==> config.mk <==
export PLATFORM = sky130hd
export DESIGN_NAME = ex_iter_stage
export DESIGN_NICKNAME = d
export VERILOG_FILES = /design/src/rtl/ex_iter_stage.sv
export SDC_FILE = /design/constraint.sdc
export NUM_CORES = 1
export LEC_CHECK = 0
export ABC_AREA = 1
export CAP_MARGIN = 30
export CELL_PAD_IN_SITES_DETAIL_PLACEMENT = 1
export CELL_PAD_IN_SITES_GLOBAL_PLACEMENT = 2
export CORE_ASPECT_RATIO = 0.75
export CORE_MARGIN = 10
export CORE_UTILIZATION = 26
export DETAILED_ROUTE_END_ITERATION = 10
export PLACE_DENSITY_LB_ADDON = 0.1
export SETUP_SLACK_MARGIN = 0.5
export SYNTH_ARGS = -nofsm -noshare
export SYNTH_HDL_FRONTEND = slang
export SYNTH_SLANG_ARGS = --single-unit
==> constraint.sdc <==
create_clock -name clk -period 6.88 [get_ports clk]
set_clock_uncertainty 0.05 [all_clocks]
set_input_delay 1.376 -clock clk [delete_from_list [all_inputs] [get_ports clk]]
set_output_delay 1.376 -clock clk [all_outputs]
set_load 0.01 [all_outputs]
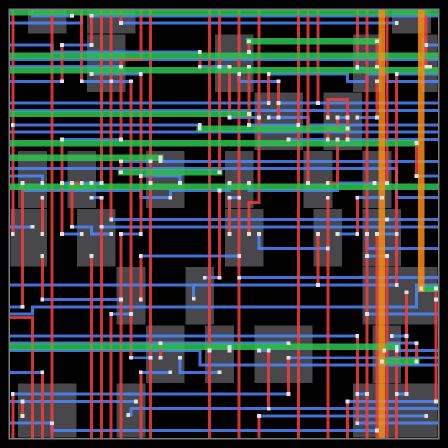
Fig. 1. Layout detail.
Window x 260 to 280, y 196 to 216 um. Cells in grey, sequential cells in the stronger grey; small squares are vias.
legend:
  blue:
    layer: M1
  red:
    layer: M2
  green:
    layer: M3
  orange:
    layer: M4
most frequent: nand2_1 (8), inv_1 (5), nand3_1 (5)
cells with their middle in the window: 27
sequential cells in the window: 0

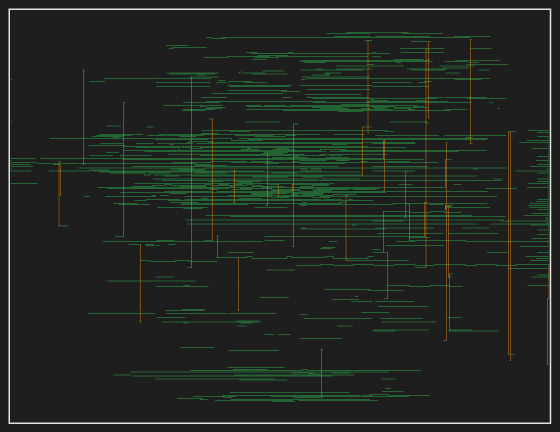
Fig. 2. Signal wires by layer.
Drawn at 1.5 px/um. Only two layers are drawn.
legend:
  orange:
    layer: M4
    wire_length: 1900 um
  green:
    layer: M3
    wire_length: 16000 um
routed len/inst: 27.6 um
Vias: 27816

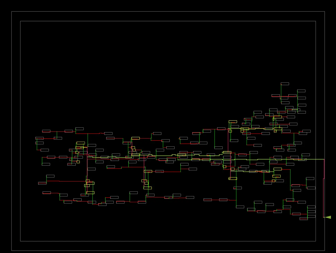
Fig. 3. Clock nets.
clock buffers created by TritonCTS: 17
Power Clock: 0.993 mW
number of clock buffers in the layout: 18
number of clock sinks seen by CTS: 154
Clk Latency, worst-skew pair: 0.47 ns

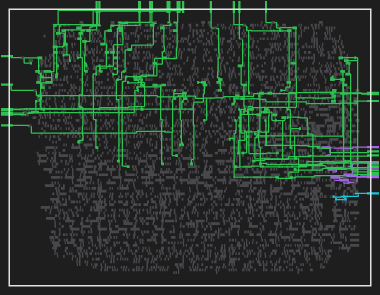
Fig. 4. Port wiring.
Drawn at 1 px/um.
legend:
  green:
    port: in_op1
    direction: input
    edge: 15 top, 10 right, 7 left
    end_cells: 165
    buffers: 40
    wire: 6440 um
  cyan:
    port: flush
    direction: input
    edge: right
    end_cells: 4
    buffers: 1
    wire: 54.1 um
  purple:
    port: out_rd
    direction: output
    edge: right
    end_cells: 5
    buffers: 5
    wire: 180 um
number of buffers inserted by port buffering: 118
Boundary Pins: 119

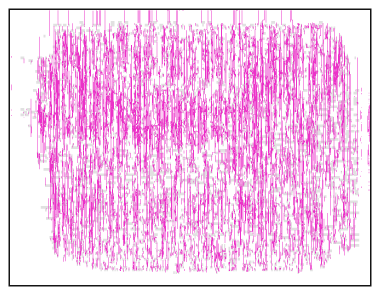
Fig. 5. The metal 2 layer.
Drawn at 1 px/um.
share of all routed wire: 36%
longest straight run: 148 um
nets with wire on the layer: 3472
main direction: vertical
wire length on this layer: 50.7 mm
Global Route met2 Usage: 34.8%
Detailed Route WL: 142000 um

==> run notes <==
Physical implementation.

- The net count of the finished layout is ~4200.
- The most instantiated flip-flop cell in the synthesis netlist is dfrtp_1.
- The most numerous logic cell after layout is nand2_1.
- The flow ran to the end, and the final reports show no timing, DRC or antenna violations.
- STA shows the worst reg2reg path with a cell count of 19.
- The number of cells on the critical path is 22.
- The tree is rooted in a clkbuf_16.
- From bottom edge to top edge, the die measures between 200 and 300 um.
- The number of max-slew violations in the final report is 0.
- Cells fill between 20% and 30% of the core in the end.
- The element type at the critical path end is a flip-flop.
- The detail route stage leaves a number of antenna-violating nets equal to 0.
- The post-layout minimum cycle time is between 5 and 6 ns.
- The H-tree generated during clock tree synthesis spans 4 levels.
- STA puts the critical path data arrival time at 5.80 ns.
- Counting stages on the worst path, the most repeated cell is nand2_1.
- Summed over its instances, the top area cell type makes up approximately 21% of the synthesized netlist area.
- The number of iterations in the first detailed-routing pass is 6.
- In the synthesized netlist, the dominant kind of combinational cell is simple AND/OR/NAND/NOR gates.
- The stage-log warning count is ~95.
- The placed wire-length estimate is 118000 um.
- Yosys reported a register bit count of 154.
- The layout overhead on the synthesized area is 12.9%.
- The sequential standard cell area is just under 4000 um^2.
- The setup total negative slack is 0 ns.
- After synthesis, the share of cell area in mux cells is less than 1%.
- The design area is ~25000 um^2.
- The power consumption is approximately 5.7 mW.
- In the detailed route, the total length drawn on met3 is between 15000 and 20000 um.
- In this run the register-to-register setup slack is around 2.3 ns.
- The number of DRC markers in iteration 0 is about 2800.
- In the per-layer breakdown of the detailed-route log, met1 shows around 73000 um.
- The die covers ~100000 um^2.
- After detailed routing, the number of remaining DRC violations is 0.
- For reference, the critical path cell chain is clkdlybuf4s50_1 -> inv_1 -> ha_1 -> inv_1 -> nand2_1 -> o21ai_1 -> nand2_1 -> nand2_1 -> nand2_1 -> nand2_1 -> a21oi_1 -> o21ai_0 -> nand3_1 -> nor2_1 -> nand2_1 -> nor2_1 -> nand3_1 -> nor2_1 -> nand4_1 -> nand2_1 -> nand2_1 -> nand2_1.
- Cells with a size suffix above 1 make up ~4.7% of the layout.
- In the synthesized netlist, the cells that appear most often are nand2_1 (1231), inv_1 (493), o21ai_0 (351), nor2_1 (341), nand3_1 (315).
- Counting tap cells, the placed design contains a total of around 5100 instances.
- In the final layout, the multi-input gates occupy approximately 16000 um^2.
- For reference, full adder, half adder and majority cells occupy 9.58% of the area reported after synthesis.
- The number of different library cells used by synthesis comes to between 50 and 60.
- For this run, the total global-route usage over all layers was measured as roughly 28%.
- Total power normalized to cell area comes to between 200 and 250 nW/um^2.
- The part of the total power dissipated in the clock network is ~18%.
- The mean cell area of the mapped netlist is about 5.7 um^2.
- The share of total power dissipated in sequential elements is between 20% and 30%.
- After Yosys synthesis, XOR and XNOR cells account for less than 1% of the synthesized area.
- The area fraction in compound gates after synthesis is a little over a fifth.
- Entering global routing, the biggest net connects approximately 97 pins.
- The setup path with the least slack is of type primary input to flip-flop.
-- layout make-up --
type | instances | area share (%)
Clock buffer | 18 | 1.69
Antenna cell | 6 | 0.0590
Clock inverter | 14 | 0.575
Multi-Input combinational cell | 3109 | 62.9
Sequential cell | 154 | 15.1
Tap cell | 1140 | 5.61
Inverter | 511 | 7.56
Timing Repair Buffer | 180 | 6.51
-- power by group through the flow --
stage	registers (mW)	logic [mW]	clock network, mW
2_1_floorplan	1.28	1.98	0
3_3_place_gp	1.33	3.26	0
3_5_place_dp	1.33	3.27	0
4_1_cts	1.32	3.29	1.02
5_1_grt	1.35	3.67	1.05
6_report	1.32	3.35	0.993
Power figures rest on the tool's default switching activity, not on a simulated workload.
